Figure 1. Cell sizes after repair (run 1).
Bar = 20 microns.
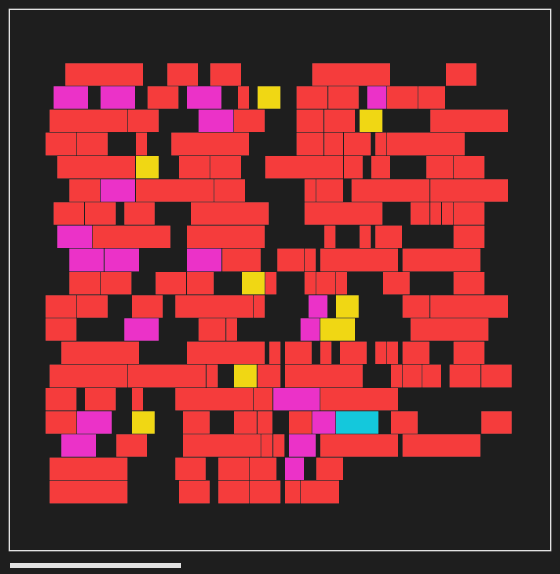
Figure 2. Track usage over the die (run 1).
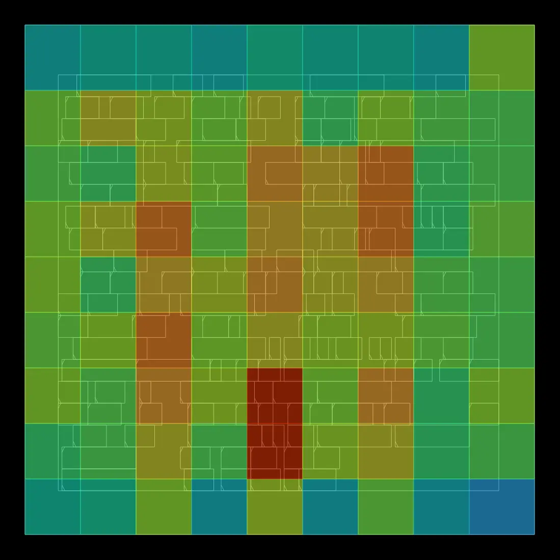
Figure 3. The metal 2 layer (run 1).
Bar = 20 microns.
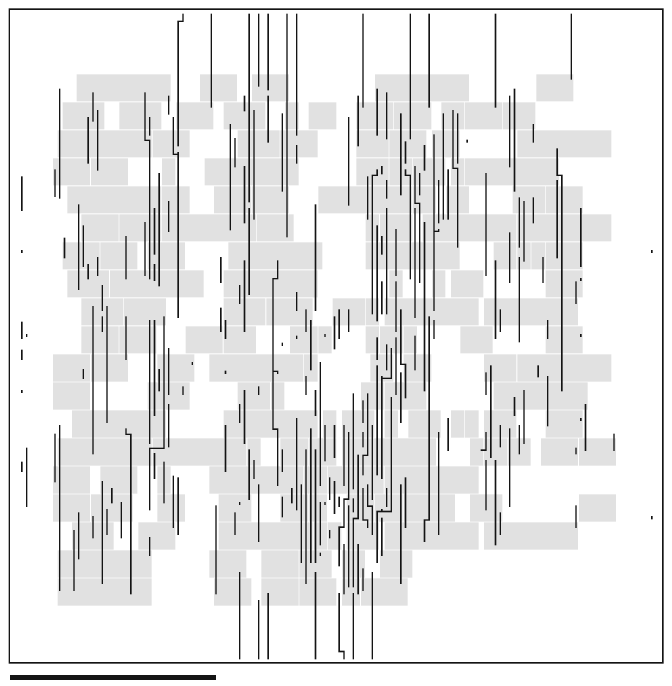
Design csp_rendezvous_channel_flat, sky130hd; sources not shown.
==> metrics.csv, run 1 <==
stage;metric;value;unit
power_and_ir_drop;dominant power group;combinational logic;
layout;combinational gate area;523;sq um
layout;flip-flop count of the largest register after layout;16;
floorplanning;core footprint;2830;sq um
layout;fin cells;191;
grt;initial antenna violation count;0;
clock_network;register clock-pin slew on the reported worst setup and hold paths;0.10;ns
grt;global route overflow;0;
route;remaining number of nets flagged by the antenna check after routing;0;
critical_path;Max FO, Critical Path;6;
layout;antenna cell count;0;
synthesis;Synth Instances;107;
floorplanning;die span in y;63.3;microns
synthesis;ranking of synthesized cells by instance count;32 x dfrtp_1, 12 x mux2_2, 10 x nand2_1, 10 x xnor2_1, 8 x nor2_1;
clock_network;Root Buffer;clkbuf_4;
run;tool warnings;26;
final_timing;ratio of final minimum period to clock period;88.9;%
synthesis;number of standard cells reported by yosys;107;
grt;pin count of the biggest net entering global routing;33;
layout;multi-input gates;70;
layout;most common logic cells in the final layout;43 x clkdlybuf4s50_1, 32 x dfrtp_1, 12 x mux2_2;
critical_path;worst path cell trace;clkdlybuf4s50_1;
place;number of buffers inserted by port buffering;45;
hold_path;path class of the lowest-slack min-delay path;in -> async;
critical_path;number of cells on the critical path;1;
synthesis;post-synthesis cell type with the largest combined area;dfrtp_1;
critical_path;required time reported for the critical path endpoint;1.72;ns
critical_path;CP max stage cell;clkdlybuf4s50_1;
place;setup slack after placement;0.364;ns
synthesis;synthesis area per yosys;1350;sq um
power_and_ir_drop;PD cells;1270;nW/um^2
final_timing;unrepaired setup endpoints after global routing;no;
synthesis;Synth warnings;0;
layout;registers;32;
layout;sequential cell area share;42.2;%
run;number of maximum-capacitance constraint violations;0;
clock_network;H-tree Lvls;2;
critical_path;CP Class;reg -> out;
synthesis;Top cells by area;dfrtp_1 59%, mux2_2 10%, xnor2_1 6.5%, xor2_1 3.3%, nand2_1 2.8%;
outcome;run status;complete, no violations;
critical_path;CP Buf/Inv Count;1;
power_and_ir_drop;total clock network power;351;uW
grt;via count of the first global-routing pass;1067;
final_timing;top achievable clock speed;523;MHz
place;global placement routability congestion;0.781;
clock_network;largest buffer count on any clock path;2;
synthesis;top cell type's share of synthesized area;59.5;%
floorplanning;boundary pin count;46;
final_timing;Final Hold Viols;0;
Back to the opening pictures, Figure 1:
color	size	cells	share	most used
cyan	x6 and larger	1	0.63%	clkbuf_8
red	x1 and smaller	132	83%	clkdlybuf4s50_1
magenta	x2	19	12%	mux2_2
yellow	x3 and x4	8	5.0%	clkbuf_4
area of all placed cells without fillers: 1900 sq um
non-clock buffer count in the final layout: 47

Back to the opening pictures, Figure 2:
core utilization of the finished layout: 67.1%
GRT met1 Usage: 15.6%
average wire per cell in the routed design: 14.4 microns

Back to the opening pictures, Figure 3:
nets with wire on the layer	160
longest straight run	21.6 microns
total vias in the final route: 1006
DRT Wirelength: 2740 microns

==> run 1: routing by layer <==
layer  track usage, %  vias to the layer above  share of wire [%]
met3             6.93                        9                9.3
met2             24.5                       45                 48
met5                0                        -                  0
li1                 -                      468                  -
met4             9.16                        0                2.8
met1             15.6                      484                 40
==> run 1: cell families (layout without fill, tap and decap cells) <==
group | count (synthesis) | after routing | synth area share (%)
xor+xnor | 15 | 15 | 9.76
compound gates | 7 | 7 | 3.72
simple gates | 35 | 35 | 14.4
fa+ha+maj | 1 | 1 | 0.929
buf+inv | 5 | 58 | 1.67
flops | 32 | 32 | 59.5
mux | 12 | 12 | 10.0
==> run 1 -> run 2 <==
--- a/config.mk
+++ b/config.mk
@@ -6,8 +6,7 @@
 export NUM_CORES = 1
 export LEC_CHECK = 0
 export CAP_MARGIN = 0
-export CORE_MARGIN = 4
-export CORE_UTILIZATION = 44
+export CORE_UTILIZATION = 40
 export DETAILED_ROUTE_END_ITERATION = 10
 export HOLD_SLACK_MARGIN = 0.08
 export PLACE_DENSITY_LB_ADDON = 0.15
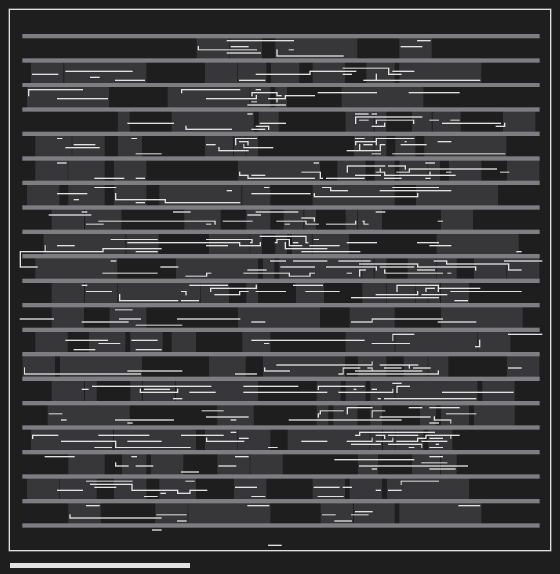
Figure 4: run 2, metal 1.
Bar = 20 microns. Supply wires on this layer in gray.
share of all routed wire	43%
longest straight run	13.1 microns
wire length on this layer	1110 microns
nets with wire on the layer	146
main direction	horizontal
DRT Wirelength: 2560 microns
total vias in the final route: 984

==> run 2 against run 1 <==
Net effect: fmax is 0.23% higher; area after synthesis stayed put; synthesized cell count stayed put; routed wire length is 6.7% lower; largest power group unchanged.
==> metrics.csv, run 2 <==
stage;metric;value;unit;change
synthesis;ranking of synthesized cells by instance count;32 x dfrtp_1, 12 x mux2_2, 10 x nand2_1, 10 x xnor2_1, 8 x nor2_1;;
synthesis;top cell type's share of synthesized area;59.5;%;unchanged
grt;pin count of the biggest net entering global routing;22;;-33%
final_timing;Post-Route Hold Slack;0.400;ns;
grt;met3 layer usage reported by global route;6.71;%;-0.22 points
synthesis;post-synthesis cell type with the largest combined area;dfrtp_1;;
final_timing;ratio of final minimum period to clock period;88.7;%;-0.21 points
synthesis;Synth Instances;107;;unchanged
critical_path;required time reported for the critical path endpoint;1.72;ns;about the same
synthesis;Top cells by area;dfrtp_1 59%, mux2_2 10%, xnor2_1 6.5%, xor2_1 3.3%, nand2_1 2.8%;;
place;number of buffers inserted by port buffering;45;;unchanged
floorplanning;boundary pin count;46;;unchanged
grt;GRT met1 Usage;20.0;%;+4.4 points
clock_network;H-tree Lvls;2;;unchanged
grt;initial antenna violation count;0;;unchanged
final_timing;unrepaired setup endpoints after global routing;no;;
power_and_ir_drop;total clock network power;354;uW;about the same
clock_network;insertion delay of the later-clocked pin in the worst-skew pair;0.32;ns;
power_and_ir_drop;sequential power;944;uW;
clock_network;Root Buffer;clkbuf_4;;
outcome;run status;complete, no violations;;
critical_path;CP max stage cell;clkdlybuf4s50_1;;
route;remaining number of nets flagged by the antenna check after routing;0;;unchanged
synthesis;post-synthesis compound-gate area fraction;3.72;%;unchanged
run;tool warnings;26;;unchanged
synthesis;Synth warnings;0;;unchanged
synthesis;synthesis area per yosys;1350;sq um;unchanged
power_and_ir_drop;PD cells;1250;nW/um^2;-1.4%
run;number of maximum-capacitance constraint violations;0;;unchanged
synthesis;mux contribution to synthesized area;10.0;%;unchanged
grt;global route overflow;0;;unchanged
clock_network;largest buffer count on any clock path;2;;unchanged
layout;flip-flop count of the largest register after layout;16;;unchanged
critical_path;CP Buf/Inv Count;1;;unchanged
final_timing;top achievable clock speed;524;MHz;+0.23%
floorplanning;die span in y;60.0;microns;-5.2%
place;global placement routability congestion;0.705;;-9.7%
grt;most used routing layer;met2;;
floorplanning;core footprint;3130;sq um;+11%
synthesis;Simple-Gate Area Share;14.4;%;unchanged
grt;via count of the first global-routing pass;995;;-6.7%
grt;M2 GR Usage;26.7;%;+2.2 points
synthesis;number of standard cells reported by yosys;107;;unchanged
route;average wire per cell in the routed design;12.6;microns;-13%
critical_path;CP Class;reg -> out;;
hold_path;path class of the lowest-slack min-delay path;in -> async;;
synthesis;xor-xnor portion of the synthesized cell area;9.76;%;unchanged
critical_path;Max FO, Critical Path;6;;unchanged
layout;antenna cell count;0;;unchanged
critical_path;worst path cell trace;clkdlybuf4s50_1;;
## run 2: through the flow
step | worst slack, ns | instances | utilization, %
CTS | 0.00390 | 204 | 61.2
finish | 0.242 | 204 | 61.4
floorplan | 0.492 | 107 | -
detailed placement | 0.375 | 196 | 59.3
global route | 0.168 | 204 | 61.4
global placement | 0.395 | 196 | 59.3
## run 2: metal layers
| metal | up-vias | share of wire [%] |
|---|---|---|
| li1 | 469 | - |
| met1 | 478 | 43 |
| met4 | 0 | 1.6 |
| met3 | 5 | 7.5 |
| met2 | 32 | 48 |
| met5 | - | 0 |
## run 2: cell type report
class,instances,area [sq um],share of cell area (%)
well taps,44,55.1,2.87
inverters,3,11.3,0.587
repair buffers,47,470,24.5
flip-flops and latches,32,801,41.7
clock buffers,8,58.8,3.06
multi-input cells,70,523,27.2
Power figures rest on the tool's default switching activity, not on a simulated workload.
